Design mem_rr_arbiter, sky130hd; sources not shown.
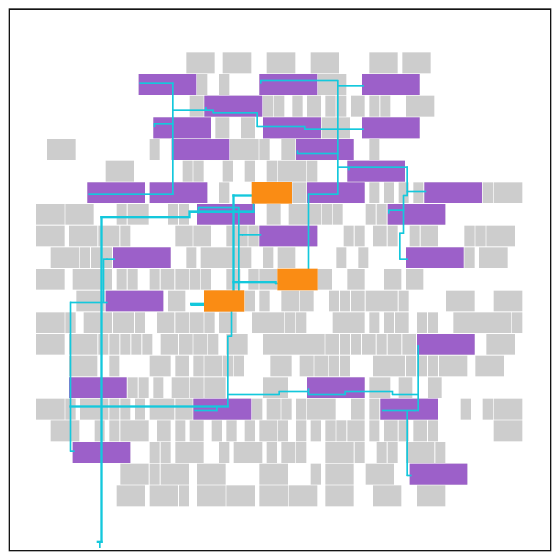
*Clock network drawn from the DEF, run 1*
Orange is clock drivers, count 3. Purple is flip-flops, count 27. Cyan is clock wires, length 365 µm.
There are 4 routed clock nets.
Clk. pwr: 0.000160 W
clk_lat worst skew: 280 ps
Clock Power Share: 19.0%

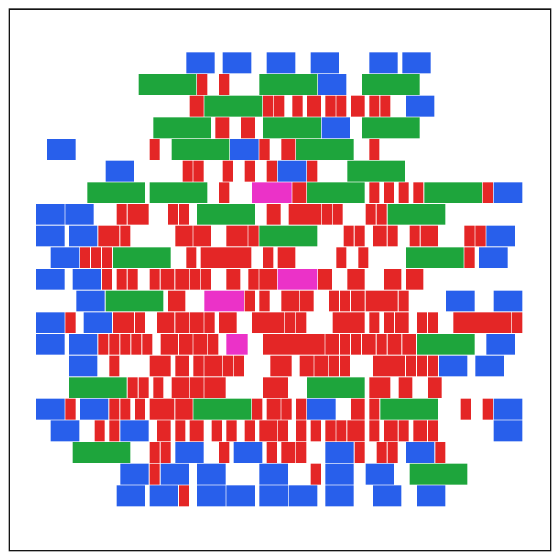
*Cells colored by class, run 1*
Magenta is clock drivers and dummy loads, cells 4. Red is combinational and other logic, cells 199. Blue is remaining buffers and delay cells, cells 60. Green is sequential cells, cells 27.
final instance area: 2210 µm²
Rows: 21
core footprint: 3490 µm²
register share of the cell area: 24.4%
final core occ: 63.3%

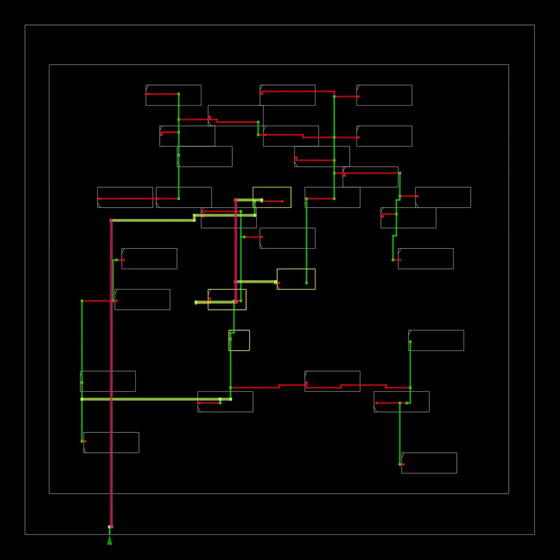
*The clock network, run 1*
Layout clock buffers: 3
Seq cells: 27
CTS sink cnt: 27

==> flow_metrics.tcl, run 1 <==
# implementation run metrics
set metrics [dict create \
    critPathKind "in -> reg" \
    die_y_um 67.8 \
    critical_path.slowest_cell "clkdlybuf4s50_1" \
    combGateArea_um2 821 \
    num-fill-cells 304 \
    clk_path_buf_depth 2 \
    viasPerCell 4.96 \
    grt_util_met3_pct 3.45 \
    final-setup-viol-count 0 \
    rrSetupSlack_ps 2110 \
    drc_errors 0 \
    min_period_ps 2150 \
    path_clk_slew_ps 100 \
    diodes 0 \
    ys_ff 27 \
    fp.dieW_um 67.8 \
    fin_crit_sh_pct 52.5 \
    cts_resized 0 \
    async_reset_ff_share_pct 0 \
    hp-class "reg -> reg" \
    met1_usage_pct 27.0 \
    ys_types 25 \
    cts_buffers 3 \
    busiest_layer "met2" \
    nNetsFinal 333 \
    cts_tree "built" \
    worst_ir_drop_vdd_mv 0.206 \
    synth_area_per_cell_um2 6.76 \
    syn_inst 232 \
    maxSlewViolCount 0 \
    via_count 1666 \
    fin_setup_tns_ps 0 \
    yosys_warnings 0 \
    synth_stat.cells 232 \
    cts_hold_buffers 0 \
    fp_nets 274 \
    rr_worst_depth 8 \
    finalHoldViolCount 0 \
    path_depth 10 \
    grt_util_met2_pct 33.8 \
    grt_pass1_wl_um 7230 \
    cts_root_buffer "clkbuf_8" \
    cap_violations 0 \
    ys_chip_area_um2 1570 \
    postCtsSetupRepairBufs 0 \
    crit_family "simple AND/OR/NAND/NOR gates" \
    outcome "finished clean" \
    cts_max_level 1 \
    required_ps 4170 \
    overflow 0 \
    end_kind "register" \
    gr-usage-all-layers_pct 20.4 \
    first_pass_iters 6 \
    drive_gt1_share_pct 6.55 \
    ant_nets 0 \
    syn_area_um2 1570 \
    grt_setup_unrepaired "false" \
    hpwl_um 3250 \
    seq_area_um2 541 \
    worst_pin_slew_ps 533 \
    powerDensity_nw_per_um2 382 \
    crit_top_cell "nor2_1" \
    path_buffers 2 \
    chip_area_um2 4600 \
    grt_max_degree 17 \
    synth_top_flop_cell "dfxtp_1" \
    first_global_vias 1620 \
    worstPathArrival_ps 2230 \
    wire_per_inst_um 12.5 \
    routabilityCongestion 0.891 \
    edf_count 0 \
    fp-utilization_pct 44.9 \
    drtIter0Drc 136 \
    crit_path_start_kind "primary input" \
    path_cells "clkdlybuf4s50_1, inv_1, nor2_8, nand2_4, nand4_4, nor2_4, nand2_2, o21ai_0, nor2_1, nor2_1" \
    max-slew-margin-rel_pct 64.4 \
    drt-total-wl_um 4210 \
    worstHoldPathCells 2 \
    areaGrowthSynthToFinish_pct 41.0 \
    fmax_mhz 464 \
    path_max_fanout 15 \
    leakagePower_nw 0.987 \
    cpPeakStageDelay_ps 390 \
    warnings 26 \
    synth_seq_share_pct 34.5 \
    antenna_found_initial 0 \
    portBuffers 60 \
]
run 1: worst register-to-register path, delay by kind of cell (launching register included):
kind / cells / cell delay [ps]
flops: 1 / 440
compound gates: 1 / 210
simple gates: 7 / 1130
run 1: metal layers:
layer	wire (µm)	share of wire [%]	vias to the layer above
met5	0	0	-
met4	87	2.1	0
met3	378	9.0	10
met2	1920	46	88
met1	1830	43	715
li1	-	-	853
run 1: cell families (layout without fill, tap and decap cells):
family	after synthesis	in the layout	synth area share [%]
AND-OR/OR-AND	38	38	13.8
buffers and inverters	44	102	13.2
flip-flops	27	27	34.5
AND/OR/NAND/NOR	123	123	38.5
run 1: area by class of cell:
| type | count | share of cell area [%] |
|---|---|---|
| multi-input cells | 161 | 37.1 |
| clock buffers | 3 | 1.87 |
| flip-flops and latches | 27 | 24.4 |
| well taps | 46 | 2.60 |
| clock inverters | 1 | 0.340 |
| repair buffers | 60 | 27.2 |
| inverters | 38 | 6.45 |
run 1: per-stage QoR:
step / area [µm²] / power [W] / instances / worst slack [ps] / hold WS (ps)
finish: 2210 / 0.000844 / 336 / 1950 / 259
global route: 2210 / 0.000897 / 336 / 1750 / 283
CTS: 2210 / 0.000841 / 336 / 1960 / 262
floorplan: 1570 / 0.000555 / 232 / 2460 / 238
detailed placement: 2160 / 0.000686 / 332 / 1650 / 246
global placement: 2160 / 0.000681 / 332 / 1720 / 240
run 1: cells in the final DEF, fill, tap and decap left out, drive strengths merged:
cell type,Yosys,routed
inv,38,38
nand4,7,7
clkinvlp,0,1
nand3b,5,5
nor2,54,54
nor3,1,1
a21oi,14,14
o211ai,4,4
o22ai,7,7
clkdlybuf4s50,0,60
dfxtp,27,27
nand3,12,12
clkbuf,1,3
o21ai,13,13
nand2,44,44
run 1: where the power goes:
group          internal, W  switching [W]
Clock            0.0000692      0.0000912
Combinational     0.000154       0.000198
Sequential        0.000305      0.0000264
Total             0.000528       0.000316
run 1: synth_stat cells (2+ instances only):
cell type | n | area share, %
nand3_1 | 11 | 3.5
nand2_2 | 3 | 1.2
a21oi_1 | 14 | 4.5
nor2_1 | 49 | 12
buf_6 | 4 | 2.9
o21ai_1 | 2 | 0.64
o21ai_2 | 2 | 1.1
inv_1 | 38 | 9.1
o22ai_1 | 7 | 2.8
nand2_1 | 39 | 9.3
nor2_2 | 2 | 0.80
nand2_4 | 2 | 1.4
dfxtp_1 | 27 | 34
o211ai_1 | 4 | 1.9
nand3b_1 | 4 | 1.9
nand4_1 | 6 | 2.4
o21ai_0 | 9 | 2.9
nor2_4 | 2 | 1.4
### Drive-strength map, run 1

Bar = 20 µm.
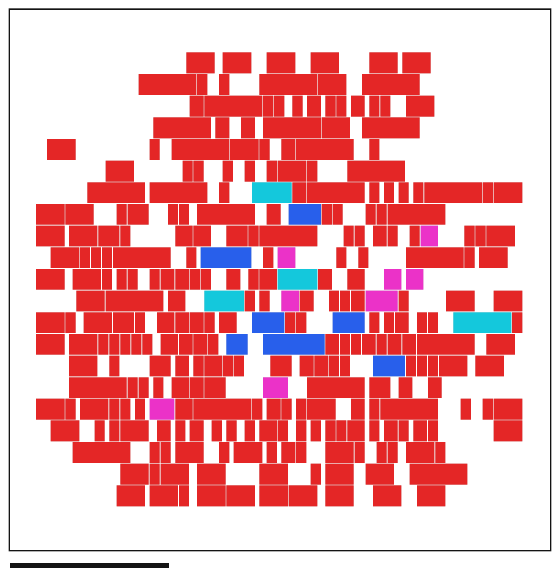

--- run 2 (diff from run 1) ---
- clock period: 4.1 -> 2.06 ns (I/O delays scaled with it)
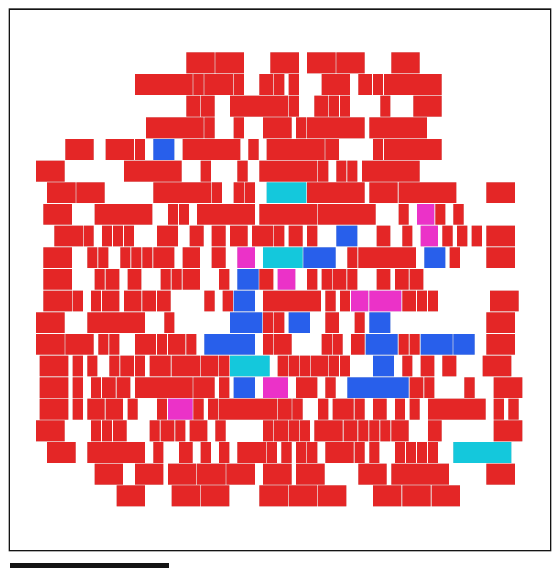
*Drive-strength map, run 2*
Bar = 20 µm.
Red is _0 and _1 cells, cells 271, share 91%. Blue is _3 and _4 cells, cells 16, share 5.4%. Cyan is _6 and larger, cells 4, share 1.3%. Magenta is _2 cells, cells 8, share 2.7%.
nonclk buf count: 69
final worst setup slack: 207 ps
final instance area: 2280 µm²

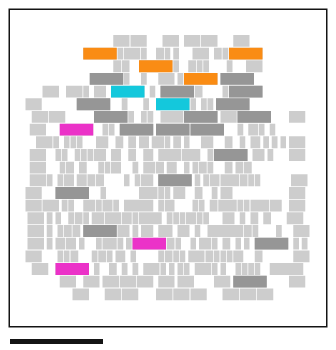
*Sequential cells colored by netlist name, run 2*
Bar = 20 µm. Other sequential cells in the stronger gray, the rest of the logic in the fainter gray.
Cyan is rd_id2_r, sequential cells 2. Magenta is mem_addr, sequential cells 3. Orange is rdata, sequential cells 4, where top middle.
Another 18 sequential cells are not colored.
register share of the cell area: 23.7%
FF+latch area: 541 µm²
power in sequential cells: 0.000660 W
final core occ: 65.2%

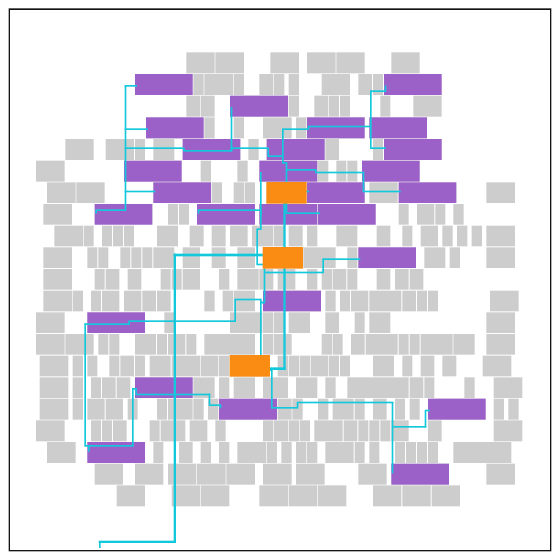
*Clock network drawn from the DEF, run 2*
Cyan is clock wires, length 357 µm. Purple is flip-flops, count 27. Orange is clock drivers, count 3.
There are 4 routed clock nets.
Clk. pwr: 0.000321 W
Clock Power Share: 18.7%

==> flow_metrics.tcl, run 2 <==
# implementation run metrics
set metrics [dict create \
    worstPathArrival_ps 1900 \
    powerDensity_nw_per_um2 754 \
    num-fill-cells 333 \
    grt_setup_unrepaired "false" \
    cts_tree "built" \
    path_cells "nor2_1, nand2_4, nand3_1, nor2_4, a21oi_1, nand4_1, nand2_1, nand2_1" \
    lay_top_count "clkdlybuf4s50_1" \
    crit_family "simple AND/OR/NAND/NOR gates" \
    outcome "finished clean" \
    warnings 26 \
    end_kind "register" \
    critical_path.slowest_cell "dfxtp_1" \
    critPathKind "reg -> reg" \
    comb_power_share_pct 42.9 \
    synth_stat.cells 232 \
    crit_path_start_kind "register" \
    async_reset_ff_share_pct 0 \
    fp_nets 274 \
    crit_top_cell "nand2_1" \
    met1_usage_pct 26.7 \
    hp-class "reg -> reg" \
    drtIter0Drc 122 \
    yosys.area.top_type "dfxtp_1" \
    postCtsSetupRepairBufs 0 \
    edf_count 0 \
    hold-worst-slack_ps 260 \
    syn_inst 232 \
    switching_share_pct 37.4 \
    final-setup-viol-count 0 \
    fp-row-count 21 \
    dpl-instance-area_um2 2230 \
    first_global_vias 1569 \
    top_cell_area_share_pct 34.5 \
    worstHoldPathCells 2 \
    routabilityCongestion 0.902 \
    areaGrowthSynthToFinish_pct 45.3 \
    fp-utilization_pct 44.9 \
    synth_area_per_cell_um2 6.76 \
    rr_worst_depth 8 \
    ys_types 25 \
    fmax_mhz 540 \
    fp.dieW_um 67.8 \
    grt_pass1_wl_um 7010 \
    synth_top_flop_cell "dfxtp_1" \
    area_leaders "dfxtp_1 34%, nor2_1 12%, nand2_1 9.3%, inv_1 9.1%, a21oi_1 4.5%" \
    synth_seq_share_pct 34.5 \
    cts_root_buffer "clkbuf_8" \
    nNetsFinal 342 \
    cts_buffers 3 \
    gr-usage-all-layers_pct 20.2 \
    drc_errors 0 \
]
run 2: tightest hold or removal path, stage by stage (launching register included):
cell,delay (ps)
dfxtp_1,310
inv_1,40
nor2_1,30
run 2: cells by family after synthesis:
kind of cell | share of synthesized area (%)
AND/OR/NAND/NOR | 38.5
buffers and inverters | 13.2
AND-OR/OR-AND | 13.8
flip-flops | 34.5
run 2: per-layer routing:
metal | part of all wire (%) | routed length, µm | up-vias
met2 | 49 | 2160 | 65
met4 | 1.3 | 57 | 0
li1 | - | - | 875
met3 | 6.0 | 267 | 5
met5 | 0 | 0 | -
met1 | 44 | 1940 | 784
run 2: cell type report:
type | instances | share of cell area [%]
Clock buffer | 3 | 1.81
Multi-Input combinational cell | 161 | 36.0
Timing Repair Buffer | 69 | 29.3
Sequential cell | 27 | 23.7
Tap cell | 46 | 2.53
Inverter | 38 | 6.26
Clock inverter | 1 | 0.329
run 2: stage by stage:
| stage | total power (W) | std cells |
|---|---|---|
| finish | 0.00172 | 345 |
| detailed placement | 0.00140 | 341 |
| CTS | 0.00171 | 345 |
| global placement | 0.00139 | 341 |
| global route | 0.00181 | 345 |
| floorplan | 0.00110 | 232 |
run 2: power by group through the flow:
| stage | sequential [W] | combinational [W] | clock [W] |
|---|---|---|---|
| floorplan | 0.000731 | 0.000373 | 0 |
| global placement | 0.000669 | 0.000721 | 0 |
| detailed placement | 0.000671 | 0.000730 | 0 |
| CTS | 0.000659 | 0.000735 | 0.000316 |
| global route | 0.000669 | 0.000809 | 0.000330 |
| finish | 0.000660 | 0.000738 | 0.000321 |
Power is estimated from default activity; no workload was simulated.
